===== src/rtl/riscv_icache_biu_fill_if.sv =====
// Bus-side types and interface for the instruction-cache BIU fill unit.
// Package: command/size/burst-type encodings shared by the fill unit and the BIU.
// Interface: request/response handshake between the fill unit (master) and the BIU (slave).
//   stb/stb_ack : request strobe and acceptance
//   adri/size/btype/we : request attributes
//   q/ack/err   : response data, beat valid, beat error

package riscv_icache_biu_fill_pkg;
    typedef enum logic [1:0] {
        BIUCMD_NOP      = 2'd0,
        BIUCMD_READWAY  = 2'd1,
        BIUCMD_WRITEWAY = 2'd2
    } biucmd_t;

    typedef enum logic [2:0] {
        BYTE  = 3'd0,
        HWORD = 3'd1,
        WORD  = 3'd2,
        DWORD = 3'd3,
        QWORD = 3'd4
    } biu_size_t;

    typedef enum logic [2:0] {
        SINGLE = 3'd0,
        INCR   = 3'd1,
        WRAP4  = 3'd2,
        INCR4  = 3'd3,
        WRAP8  = 3'd4,
        INCR8  = 3'd5,
        WRAP16 = 3'd6,
        INCR16 = 3'd7
    } biu_type_t;
endpackage

interface riscv_icache_biu_fill_if
    import riscv_icache_biu_fill_pkg::*;
#(
    parameter int XLEN = 32,
    parameter int PLEN = 34
) ();
    logic            stb;
    logic            stb_ack;
    logic [PLEN-1:0] adri;
    biu_size_t       size;
    biu_type_t       btype;
    logic            we;
    logic [XLEN-1:0] q;
    logic            ack;
    logic            err;

    modport master (output stb, adri, size, btype, we, input stb_ack, q, ack, err);
    modport slave  (input stb, adri, size, btype, we, output stb_ack, q, ack, err);
endinterface


===== src/rtl/riscv_icache_biu_fill.sv =====
// BIU-side responder for the instruction-cache FSM.
// Services READWAY line fills as critical-word-first wrap bursts and single
// non-cacheable (NC) fetches, forwards every beat to the cache FSM with zero
// latency and assembles filled lines in a local buffer.
// Ports:
//   clk_i, rst_ni                 clock, async active-low reset
//   flush_i                       pipe flush; drop responses of outstanding NC reads
//   biucmd_i / biucmd_ack_o       line fill command / line complete pulse
//   biucmd_noncacheable_req_i/_ack_o  NC fetch request / NC data valid
//   biucmd_adri_i                 request address; adr_i: fetch address for buffer lookup
//   inflight_cnt_o                outstanding NC reads
//   biu_q_o/_stb_ack_o/_ack_o/_err_o/_adro_o/_tago_o  beat returned to the cache FSM
//   in_biubuffer_o, biubuffer_o   buffer hit for adr_i, assembled line
//   bus                           BIU request/response interface (master side)
//
// state     | meaning
// ST_IDLE   | no transfer; accepts READWAY or starts an NC read
// ST_NC     | NC reads outstanding; further strobes while below depth
// ST_FILL_REQ  | wrap burst requested at the critical word, waiting for acceptance
// ST_FILL_DATA | collecting beats into the line buffer

module riscv_icache_biu_fill
    import riscv_icache_biu_fill_pkg::*;
#(
    parameter int XLEN           = 32,
    parameter int PLEN           = 34,
    parameter int BLK_BITS       = 256,
    parameter int BEATS          = BLK_BITS / XLEN,
    parameter int INFLIGHT_DEPTH = 2,
    parameter int BIUTAG_SIZE    = 1,
    parameter int INFLIGHT_BITS  = $clog2(INFLIGHT_DEPTH + 1)
) (
    input  logic                     clk_i,
    input  logic                     rst_ni,
    input  logic                     flush_i,
    input  biucmd_t                  biucmd_i,
    output logic                     biucmd_ack_o,
    input  logic                     biucmd_noncacheable_req_i,
    output logic                     biucmd_noncacheable_ack_o,
    input  logic [PLEN-1:0]          biucmd_adri_i,
    input  logic [PLEN-1:0]          adr_i,
    output logic [INFLIGHT_BITS-1:0] inflight_cnt_o,
    output logic [XLEN-1:0]          biu_q_o,
    output logic                     biu_stb_ack_o,
    output logic                     biu_ack_o,
    output logic                     biu_err_o,
    output logic [PLEN-1:0]          biu_adro_o,
    output logic [BIUTAG_SIZE-1:0]   biu_tago_o,
    output logic                     in_biubuffer_o,
    output logic [BLK_BITS-1:0]      biubuffer_o,
    riscv_icache_biu_fill_if.master  bus
);
    localparam int WORD_OFF  = $clog2(XLEN / 8);
    localparam int BEAT_BITS = $clog2(BEATS);
    localparam int LINE_OFF  = WORD_OFF + BEAT_BITS;
    localparam int TAG_BITS  = PLEN - LINE_OFF;
    localparam int NC_SLOTS  = 2 ** INFLIGHT_BITS;

    localparam logic [BEAT_BITS-1:0]     LAST_BEAT    = BEAT_BITS'(BEATS - 1);
    localparam logic [INFLIGHT_BITS-1:0] INFLIGHT_MAX = INFLIGHT_BITS'(INFLIGHT_DEPTH);
    localparam biu_size_t BUS_SIZE  = biu_size_t'(XLEN == 64 ? DWORD : WORD);
    localparam biu_type_t WRAP_TYPE = biu_type_t'(BEATS == 4 ? WRAP4 :
                                                  BEATS == 8 ? WRAP8 : WRAP16);

    typedef enum logic [1:0] {ST_IDLE, ST_NC, ST_FILL_REQ, ST_FILL_DATA} state_t;

    state_t                          state_q, state_d;
    logic [TAG_BITS-1:0]             tag_q;
    logic [BEAT_BITS-1:0]            beat_off_q, beat_cnt_q;
    logic [BEATS-1:0]                valid_q;
    logic [BEATS-1:0][XLEN-1:0]      buf_q;
    logic [INFLIGHT_BITS-1:0]        inflight_q, discard_q, push_idx;
    logic [PLEN-1:0]                 nc_adr_q [NC_SLOTS];

    logic            stb, fill_start, beat_wr, fill_abort, nc_push, nc_pop, kill;
    logic [PLEN-1:0] adri, nc_adr, beat_adr;
    biu_type_t       btype;

    assign nc_adr   = {biucmd_adri_i[PLEN-1:WORD_OFF], {WORD_OFF{1'b0}}};
    assign beat_adr = {tag_q, beat_off_q, {WORD_OFF{1'b0}}};
    // Responses are dropped on the flush cycle itself and while older reads drain.
    assign kill     = flush_i | (discard_q != '0);

    always_comb begin
        state_d    = state_q;
        stb        = 1'b0;
        adri       = '0;
        btype      = SINGLE;
        fill_start = 1'b0;
        beat_wr    = 1'b0;
        fill_abort = 1'b0;
        nc_pop     = 1'b0;
        biu_ack_o  = 1'b0;
        biu_err_o  = 1'b0;
        biu_adro_o = '0;
        biucmd_ack_o              = 1'b0;
        biucmd_noncacheable_ack_o = 1'b0;

        case (state_q)
            ST_IDLE: begin
                if (biucmd_i == BIUCMD_READWAY) begin
                    fill_start = 1'b1;
                    state_d    = ST_FILL_REQ;
                end else if (biucmd_noncacheable_req_i && !flush_i) begin
                    stb     = 1'b1;
                    adri    = nc_adr;
                    state_d = ST_NC;
                end
            end
            ST_NC: begin
                stb    = biucmd_noncacheable_req_i && !flush_i && (inflight_q < INFLIGHT_MAX);
                adri   = stb ? nc_adr : '0;
                nc_pop = bus.ack | bus.err;
                biu_ack_o  = bus.ack & ~kill;
                biu_err_o  = bus.err & ~kill;
                biucmd_noncacheable_ack_o = biu_ack_o;
                if (biu_ack_o || biu_err_o) biu_adro_o = nc_adr_q[0];
                if (inflight_q == '0 && !biucmd_noncacheable_req_i) state_d = ST_IDLE;
            end
            ST_FILL_REQ: begin
                stb   = 1'b1;
                adri  = beat_adr;
                btype = WRAP_TYPE;
                if (bus.stb_ack) state_d = ST_FILL_DATA;
            end
            ST_FILL_DATA: begin
                if (bus.err) begin
                    biu_err_o  = 1'b1;
                    biu_adro_o = beat_adr;
                    fill_abort = 1'b1;
                    state_d    = ST_IDLE;
                end else if (bus.ack) begin
                    biu_ack_o  = 1'b1;
                    biu_adro_o = beat_adr;
                    beat_wr    = 1'b1;
                    if (beat_cnt_q == LAST_BEAT) begin
                        biucmd_ack_o = 1'b1;
                        state_d      = ST_IDLE;
                    end
                end
            end
            default: state_d = ST_IDLE;
        endcase
    end

    assign nc_push  = stb & bus.stb_ack & (state_q != ST_FILL_REQ);
    assign push_idx = inflight_q - INFLIGHT_BITS'(nc_pop);

    assign bus.stb   = stb;
    assign bus.adri  = adri;
    assign bus.btype = btype;
    assign bus.size  = stb ? BUS_SIZE : BYTE;
    assign bus.we    = 1'b0;

    assign biu_stb_ack_o  = stb & bus.stb_ack;
    assign biu_q_o        = biu_ack_o ? bus.q : '0;
    assign biu_tago_o     = biu_adro_o[1 +: BIUTAG_SIZE];
    assign inflight_cnt_o = inflight_q;
    assign biubuffer_o    = buf_q;
    assign in_biubuffer_o = (adr_i[PLEN-1:LINE_OFF] == tag_q) &
                            valid_q[adr_i[LINE_OFF-1:WORD_OFF]];

    logic unused_low_bits;
    assign unused_low_bits = ^{adr_i[WORD_OFF-1:0], biucmd_adri_i[WORD_OFF-1:0]};

    always_ff @(posedge clk_i or negedge rst_ni) begin
        if (!rst_ni) begin
            state_q    <= ST_IDLE;
            tag_q      <= '0;
            beat_off_q <= '0;
            beat_cnt_q <= '0;
            valid_q    <= '0;
            buf_q      <= '0;
            inflight_q <= '0;
            discard_q  <= '0;
            nc_adr_q   <= '{default: '0};
        end else begin
            state_q <= state_d;

            if (fill_start) begin
                tag_q      <= biucmd_adri_i[PLEN-1:LINE_OFF];
                beat_off_q <= biucmd_adri_i[LINE_OFF-1:WORD_OFF];
                beat_cnt_q <= '0;
                valid_q    <= '0;
            end
            if (beat_wr) begin
                buf_q[beat_off_q]   <= bus.q;
                valid_q[beat_off_q] <= 1'b1;
                beat_off_q          <= beat_off_q + 1'b1;
                beat_cnt_q          <= beat_cnt_q + 1'b1;
            end
            if (fill_abort) valid_q <= '0;

            case ({nc_push, nc_pop})
                2'b10:   inflight_q <= inflight_q + 1'b1;
                2'b01:   inflight_q <= inflight_q - 1'b1;
                default: inflight_q <= inflight_q;
            endcase

            // Return addresses queue in request order; index 0 is the oldest.
            if (nc_pop) begin
                for (int i = 0; i < NC_SLOTS - 1; i++) nc_adr_q[i] <= nc_adr_q[i+1];
            end
            if (nc_push) nc_adr_q[push_idx] <= adri;

            if (state_q == ST_NC && flush_i)
                discard_q <= inflight_q - INFLIGHT_BITS'(nc_pop);
            else if (discard_q != '0 && nc_pop)
                discard_q <= discard_q - 1'b1;
        end
    end
endmodule


===== src/flat_wrapper.sv =====
// flat-port wrapper written by rule: the top's interface ports become plain ports
module riscv_icache_biu_fill_flat import riscv_icache_biu_fill_pkg::*;
#(
    parameter int XLEN           = 32,
    parameter int PLEN           = 34,
    parameter int BLK_BITS       = 256,
    parameter int BEATS          = BLK_BITS / XLEN,
    parameter int INFLIGHT_DEPTH = 2,
    parameter int BIUTAG_SIZE    = 1,
    parameter int INFLIGHT_BITS  = $clog2(INFLIGHT_DEPTH + 1)
)
  (clk_i, rst_ni, flush_i, biucmd_i, biucmd_ack_o, biucmd_noncacheable_req_i, biucmd_noncacheable_ack_o, biucmd_adri_i, adr_i, inflight_cnt_o, biu_q_o, biu_stb_ack_o, biu_ack_o, biu_err_o, biu_adro_o, biu_tago_o, in_biubuffer_o, biubuffer_o, bus_stb, bus_adri, bus_size, bus_btype, bus_we, bus_stb_ack, bus_q, bus_ack, bus_err);
  riscv_icache_biu_fill_if #(.XLEN(XLEN), .PLEN(PLEN)) bus_i ();
  input  logic clk_i;
  input  logic rst_ni;
  input  logic flush_i;
  input  biucmd_t biucmd_i;
  output logic biucmd_ack_o;
  input  logic biucmd_noncacheable_req_i;
  output logic biucmd_noncacheable_ack_o;
  input  logic [PLEN-1:0] biucmd_adri_i;
  input  logic [PLEN-1:0] adr_i;
  output logic [INFLIGHT_BITS-1:0] inflight_cnt_o;
  output logic [XLEN-1:0] biu_q_o;
  output logic biu_stb_ack_o;
  output logic biu_ack_o;
  output logic biu_err_o;
  output logic [PLEN-1:0] biu_adro_o;
  output logic [BIUTAG_SIZE-1:0] biu_tago_o;
  output logic in_biubuffer_o;
  output logic [BLK_BITS-1:0] biubuffer_o;
  output wire logic [$bits(bus_i.stb)-1:0] bus_stb;
  output wire logic [$bits(bus_i.adri)-1:0] bus_adri;
  output wire logic [$bits(bus_i.size)-1:0] bus_size;
  output wire logic [$bits(bus_i.btype)-1:0] bus_btype;
  output wire logic [$bits(bus_i.we)-1:0] bus_we;
  input wire logic [$bits(bus_i.stb_ack)-1:0] bus_stb_ack;
  input wire logic [$bits(bus_i.q)-1:0] bus_q;
  input wire logic [$bits(bus_i.ack)-1:0] bus_ack;
  input wire logic [$bits(bus_i.err)-1:0] bus_err;
  assign bus_stb = bus_i.stb;
  assign bus_adri = bus_i.adri;
  assign bus_size = bus_i.size;
  assign bus_btype = bus_i.btype;
  assign bus_we = bus_i.we;
  assign bus_i.stb_ack = bus_stb_ack;
  assign bus_i.q = bus_q;
  assign bus_i.ack = bus_ack;
  assign bus_i.err = bus_err;
  riscv_icache_biu_fill #(.XLEN(XLEN), .PLEN(PLEN), .BLK_BITS(BLK_BITS), .BEATS(BEATS), .INFLIGHT_DEPTH(INFLIGHT_DEPTH), .BIUTAG_SIZE(BIUTAG_SIZE), .INFLIGHT_BITS(INFLIGHT_BITS)) u_core (.clk_i(clk_i), .rst_ni(rst_ni), .flush_i(flush_i), .biucmd_i(biucmd_i), .biucmd_ack_o(biucmd_ack_o), .biucmd_noncacheable_req_i(biucmd_noncacheable_req_i), .biucmd_noncacheable_ack_o(biucmd_noncacheable_ack_o), .biucmd_adri_i(biucmd_adri_i), .adr_i(adr_i), .inflight_cnt_o(inflight_cnt_o), .biu_q_o(biu_q_o), .biu_stb_ack_o(biu_stb_ack_o), .biu_ack_o(biu_ack_o), .biu_err_o(biu_err_o), .biu_adro_o(biu_adro_o), .biu_tago_o(biu_tago_o), .in_biubuffer_o(in_biubuffer_o), .biubuffer_o(biubuffer_o), .bus(bus_i));
endmodule

===== config.mk =====
export PLATFORM = sky130hd
export DESIGN_NAME = riscv_icache_biu_fill_flat
export DESIGN_NICKNAME = d
export VERILOG_FILES = /design/src/rtl/riscv_icache_biu_fill_if.sv /design/src/rtl/riscv_icache_biu_fill.sv /design/src/flat_wrapper.sv
export SDC_FILE = /design/constraint.sdc
export NUM_CORES = 1
export LEC_CHECK = 0
export ABC_AREA = 1
export CAP_MARGIN = 20
export CORE_MARGIN = 4
export CORE_UTILIZATION = 51
export CTS_BUF_LIST = sky130_fd_sc_hd__clkbuf_8
export DETAILED_ROUTE_END_ITERATION = 8
export GPL_TIMING_DRIVEN = 0
export HOLD_SLACK_MARGIN = 0.02
export PLACE_DENSITY = 0.87
export SLEW_MARGIN = 10
export SYNTH_ARGS = -nofsm -noshare
export SYNTH_HDL_FRONTEND = slang
export SYNTH_SLANG_ARGS = --single-unit

===== constraint.sdc =====
create_clock -name clk_i -period 2.8 [get_ports clk_i]
set_input_delay 0.56 -clock clk_i [delete_from_list [all_inputs] [get_ports clk_i]]
set_output_delay 0.56 -clock clk_i [all_outputs]
set_load 0.05 [all_outputs]

==> run notes, run 1 <==
Here are the numbers from the latest Yosys + OpenROAD run.

The dominant logic cell type in the layout is sky130_fd_sc_hd__nand2_1. The routed layout reports a DRC error count of 0. Among the non-sequential cells, simple AND/OR/NAND/NOR gates take the most area. CTS built an H-tree with a depth of 3. The count of instantiated cells in the yosys netlist is 2356. The critical path maximum fanout is 10. For this run, the register share of the synthesized area comes to between 50% and 60%. The post-route worst setup slack is -0.1788 ns. In this run the horizontal extent of the chip is 203.9 um. The checks that failed: setup timing. The initial antenna violation count is 4. The data required time of the worst path came out at ~2.2 ns.

Looking at the critical path, the single cell with the biggest stage delay is sky130_fd_sc_hd__dfrtp_2. The share of synthesized registers carrying an async set or reset came out at 100.0%. The count of max-cap constraint violations came out at 0. The largest net degree at the start of global routing came out at around 120.

The final timing report counts setup violations totalling 65. The die covers 41590 um^2. For this sky-water flow run, the detailed-routed wirelength per cell is reported as around 22 um.

The critical path starts at u_core.state_q[1]. The flow ran to the end, but the final reports show violations. The final tally of hold violations is 0.

The pre-placement core utilization is 51.86%. The aggregate global routing overflow came out at 0.
-- run 1: layout make-up --
cell class | instances | share of cell area [%]
tap | 511 | 2.255
clock inverter | 37 | 0.8076
sequential | 439 | 38.76
antenna | 6 | 0.05296
clock buffer | 99 | 4.806
buffer | 160 | 3.517
timing repair buffer | 539 | 19.42
multi-input combinational | 1619 | 28.49
inverter | 142 | 1.898
-- run 1: report_power, final --
| part | switching, uW | internal [uW] | total [uW] |
|---|---|---|---|
| logic | 10300 | 4820 | 15100 |
| registers | 1370 | 8510 | 9870 |
| clock network | 2750 | 3360 | 6110 |
-- run 1: what timing repair did --
action / in CTS / in global routing
hold buffers: 1 / 0
cloned: 2 / 2
hold endpoints to repair: 41 / 0
pin swaps: 20 / 10
buffers inserted: 43 / 18
endpoints found under the setup margin: 242 / 217
resized: 827 / 206
### Wire density map, run 1

(2 px per um) 20 x 20 tiles, from dark purple (low) to yellow (high), scaled to the fullest tile. Values are wire area over tile area, all layers added.
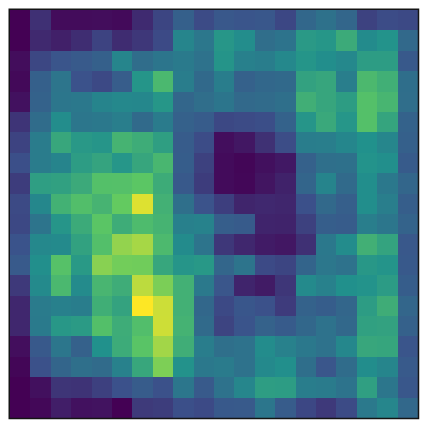
fullest tile	0.87
tiles over half the peak	28%
mean over tiles	0.34
emptiest ninth of the die	north-west
densest ninth of the die	west

### Cells colored by class, run 1

(2 px per um)
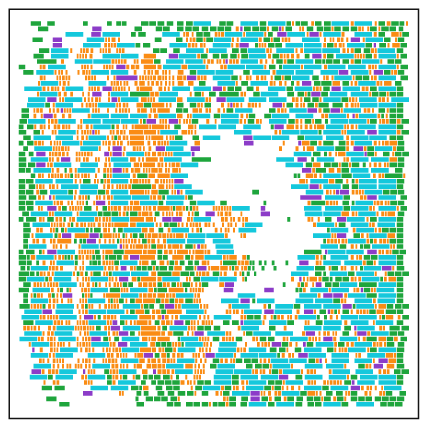
class	color	cells	share of their area
clock drivers and dummy loads	purple	136	5.7%
registers	cyan	439	40%
remaining logic cells	orange	1761	31%
remaining buffers and delay cells	green	699	23%

### Drive-strength map, run 1

(1.5 px per um)
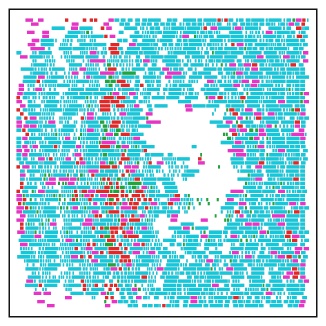
size	color	cells	most used
x6 and larger	magenta	218	clkbuf_8
x1 and smaller	cyan	2492	nand2_1
x2	green	152	buf_2
x3 and x4	red	173	buf_4

### Clock wiring as the flow saved it, run 1

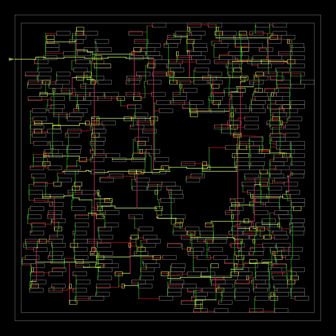
CTS sink count: 439
flop count: 439
post-route clock skew: 0.02850 ns
Skew-Pair Late Insertion Delay: 0.63 ns
clk pwr: 6110 uW

## Run 2: what changed since run 1
--- a/config.mk
+++ b/config.mk
@@ -8,12 +8,13 @@
 export ABC_AREA = 1
 export CAP_MARGIN = 20
 export CORE_MARGIN = 4
-export CORE_UTILIZATION = 51
+export CORE_UTILIZATION = 45
 export CTS_BUF_LIST = sky130_fd_sc_hd__clkbuf_8
 export DETAILED_ROUTE_END_ITERATION = 8
 export GPL_TIMING_DRIVEN = 0
 export HOLD_SLACK_MARGIN = 0.02
-export PLACE_DENSITY = 0.87
+export PLACE_DENSITY = 0.82
+export RECOVER_POWER = 25
 export SLEW_MARGIN = 10
 export SYNTH_ARGS = -nofsm -noshare
 export SYNTH_HDL_FRONTEND = slang
==> constraint.sdc (replaced) <==
create_clock -name clk_i -period 2.51 [get_ports clk_i]
set_input_delay 0.502 -clock clk_i [delete_from_list [all_inputs] [get_ports clk_i]]
set_output_delay 0.502 -clock clk_i [all_outputs]
set_load 0.05 [all_outputs]
### Cells colored by class, run 2

(2 px per um)
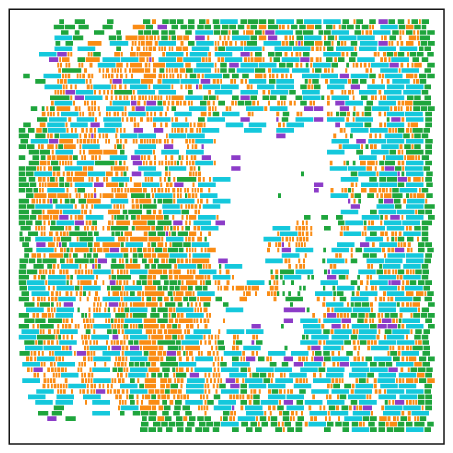
class	color	cells	share of their area
registers	cyan	439	38%
clock drivers and dummy loads	purple	118	4.9%
remaining buffers and delay cells	green	762	26%
remaining logic cells	orange	1761	31%

### Clock wiring as the flow saved it, run 2

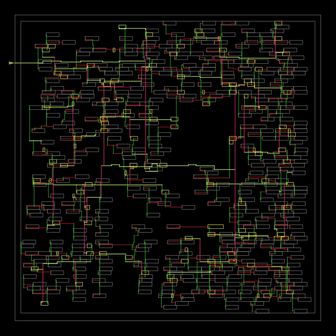
Skew-Pair Late Insertion Delay: 0.64 ns
post-route clock skew: 0.02321 ns
number of buffers added by the clock tree synthesis step: 75
clock buffer count: 92

==> run 2 against run 1 <==
  * The flow still finishes with violations (setup timing)
  * Clock skew down 0.0053 ns
  * Combinational power is 21% higher
  * Synthesized cell count stayed put
  * Hold slack gained 0.0067 ns
  * Non-clock buffer count up 63
  * Clock power grew 3.4%
  * Core utilization shrank 6.0 points
  * Sequential power is about 10% higher
  * Die size increased by 13%
  * Design area grew 5.0%
  * Critical path type unchanged
  * Critical endpoint is now bus_adri[18]
  * Largest cell class unchanged
  * Largest power group unchanged
==> run notes, run 2 <==
Here are the numbers from the latest Yosys + OpenROAD run.

The final routed DRC violation total is 0. The number of sinks handled by clock tree synthesis came out at between 400 and 500. The script computed the net switching share of total power as between 40 and 50%.

After clock tree synthesis, the flow added hold-fix buffers numbering 1. The clock-cell share of area came out at between 4 and 5%. The top fanout value on the critical path is 7. The power spent charging and discharging nets came out at between 15000 and 20000 uW. The sequential power share came out at roughly 31%. The final tally of hold violations is 0.

The setup TNS came out at -19.29 ns. Sequential cells make up a little under two fifths of the cell area. The launch point of the critical path was reported as u_core.state_q[1]. The number of antenna diodes in the final layout is 2. The area of the die is 46910 um^2. The finished layout holds roughly 3700 standard cells, fillers aside. The pre-placement core utilization came out at 45.45%. Among logic cells in the layout, the one with the most instances is sky130_fd_sc_hd__nand2_1. Looking at the group totals, the largest power group turns out to be combinational cells. The period utilization is 111.0%. After layout, the inverter instance count without clock inverters stands at approximately 140. The slowest stage of the critical path belongs to the cell sky130_fd_sc_hd__dfrtp_2. The initial antenna violation count is 3. In the Yosys report the total cell count is approximately 2400. The flow reports that combinational logic draws 51.2% of the design power. The post-CTS setup repair buffer count came out at between 80 and 90. The number of logic gates is approximately 1600. In this run, power in combinational logic comes to roughly 18000 uW. The data required time of the worst path came out at approximately 2 ns.

The average detailed-routed wire length per instance came out at 22.63 um. During tapcell insertion the tool placed between 500 and 600 well taps. The multi-input combinational area share came out at ~29%. The fraction of the yosys area taken by sequential cells came out at approximately 56%. Per the CTS log, the buffer count on the longest clock path is 3. The largest net degree at the start of global routing came out at approximately 97.

The number of resized instances in the post-cts repair step came out at 1097. The final setup violation count came out at 111. The sequential power came out at 11100 uW.

The cell-internal power came out at 19120 uW. The count of max-cap constraint violations is 0. The aggregate global routing overflow is 0. The count of plain and timing-repair buffers came out at 762. The post-route worst setup slack came out at -0.2759 ns.

The final reports fail on setup timing. The run finished, with violations left. The dominant kind of combinational cell is simple AND/OR/NAND/NOR gates. The die is 216.6 um wide. The tally of OpenROAD warnings is 33.
==> run 2: cell types whose count changed in the layout (fill, tap and decap cells not counted), sizes merged, moves of 2 or more <==
| cell | change |
|---|---|
| dlygate4sd2 | +3 |
| buf | +67 |
| diode | -4 |
| clkdlybuf4s15 | -2 |
| clkbuf | -10 |
| clkinv | -8 |
==> run 2: logic make-up after synthesis <==
family                   count (synthesis)
AND/OR/NAND/NOR                       1062
AND-OR/OR-AND                          528
flip-flops                             439
buffers and inverters                  304
XOR/XNOR                                16
adder cells (fa/ha/maj)                  6
other                                    1
==> run 2: through the flow <==
step	hold slack [ns]	total power (uW)	instance area, um^2
after floorplan	0.2064	20480	19720
after global placement	0.4661	25760	25160
after detailed placement	0.4773	26190	25290
after CTS	0.4212	34510	28910
after global routing	0.4780	37300	29770
final	0.4138	35760	29770
## Run 3: what changed since run 2
--- a/config.mk
+++ b/config.mk
@@ -15,6 +15,7 @@
 export HOLD_SLACK_MARGIN = 0.02
 export PLACE_DENSITY = 0.82
 export RECOVER_POWER = 25
+export SKIP_CTS_REPAIR_TIMING = 1
 export SLEW_MARGIN = 10
 export SYNTH_ARGS = -nofsm -noshare
 export SYNTH_HDL_FRONTEND = slang
### The metal 3 layer, run 3

(1.5 px per um)
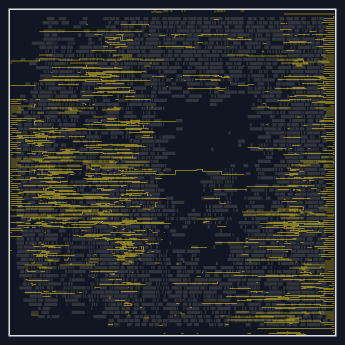
share of all routed wire	10%
longest straight run	78.0 um

### Cells colored by class, run 3

(2 px per um)
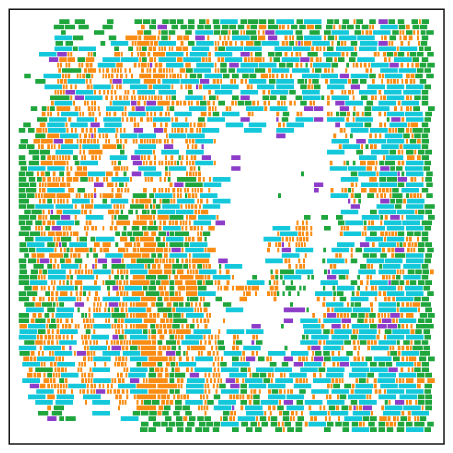
class	color	cells	share of their area
clock drivers and dummy loads	purple	118	4.9%
remaining logic cells	orange	1763	32%
remaining buffers and delay cells	green	729	25%
registers	cyan	439	38%

==> run 3 against run 2 <==
  * The flow still finishes with violations (setup timing)
  * Sequential share of layout area is 0.44 points higher
  * Worst setup slack worse by 0.10 ns
  * Clock power hardly changed
  * Synthesized area stayed put
  * Combinational power hardly changed
  * Critical path depth stayed put
  * Largest power group unchanged
  * Final cell count is 0.85% lower
  * Global-route usage is 2.1 points lower
  * Clock skew is 0.0017 ns lower
  * Core utilization is 0.81 points lower
  * Design area is 1.2% lower
  * Register-to-register slack worse by 0.10 ns
==> run notes, run 3 <==
Here are the numbers from the latest Yosys + OpenROAD run.

The flow ran to the end, but the final reports show violations. The checks that failed: setup timing. The final setup violation count is 153. The data required time of the worst path came out at 2.01 ns. The relative area of non-clock buffer cells in the final design came out at around a quarter. The dominant logic cell type in the layout is sky130_fd_sc_hd__nand2_1. The largest net degree at the start of global routing is 97. The sequential cell count came out at 439. The area of the die is between 40000 and 50000 um^2. Ranked by total area, the top cell class in this layout is registers. The proportion of total power due to net switching came out at between 40 and 50%. Per the Yosys statistics, synthesis produced 2356 cells. In the final layout, flip-flops and latches take up a little under two fifths of the cell area. The die is 216.6 um wide.

The fraction of the yosys area taken by sequential cells came out at 56.11%. 2 antenna diodes ended up in the layout. The dominant kind of combinational cell is simple AND/OR/NAND/NOR gates. The inverter tally of the final layout excluding the clock network came out at approximately 140. The startpoint of the most critical setup path is u_core.state_q[1].

After layout, the buffer instance count without clock buffers stands at 729. Per the timing report, the biggest fanout along the worst path comes to 10. For this sky-water flow run, the detailed-routed wirelength per cell is reported as 22.33 um. The combinational fraction of design power came out at 50.7%. The aggregate global routing overflow came out at 0.

The final routed DRC violation total came out at 0. Of all the cell area in the finished design, the clock network holds a little under 5%. Across the placement rows, the number of tap cells is 585. The number of clock buffers in the layout is 92. The post-route worst hold slack is between 0.4 and 0.5 ns. The number of logic gates came out at approximately 1600. The cell-internal power came out at around 19000 uW. The share of power burned in the clock network came out at about 18%. The sequential power share is 31.5%.

The initial antenna violation count is 4. The tally of OpenROAD warnings is 32. The number of sinks handled by clock tree synthesis came out at about 440. The clock latency reported for the late side of the worst-skew pair is between 0.6 and 0.7 ns. The post-route worst setup slack is -0.3754 ns. The count of max-cap constraint violations is 0. The CTS report gives the tree buffer count as 75.
run 3: metrics by stage:
stage	worst slack (ns)	instances	total power (uW)	TNS (ns)	utilization (%)
3_5_place_dp	-1.533	3422	26190	-292.77	58.71
2_1_floorplan	-0.1291	2362	20480	-5.035	-
3_3_place_gp	-17.60	3417	25760	-7987.95	58.41
6_report	-0.3754	3636	35400	-27.64	68.30
5_1_grt	-0.4178	3635	36960	-41.30	68.29
4_1_cts	-1.728	3540	32510	-247.73	61.99
run 3: power by group through the flow:
stage	clock [uW]	combinational, uW	sequential (uW)
floorplan	0	5910	14600
global placement	0	14800	11000
detailed placement	0	15100	11000
CTS	6360	15200	10900
global route	6690	18900	11300
finish	6310	18000	11100
Power is estimated from default activity; no workload was simulated.
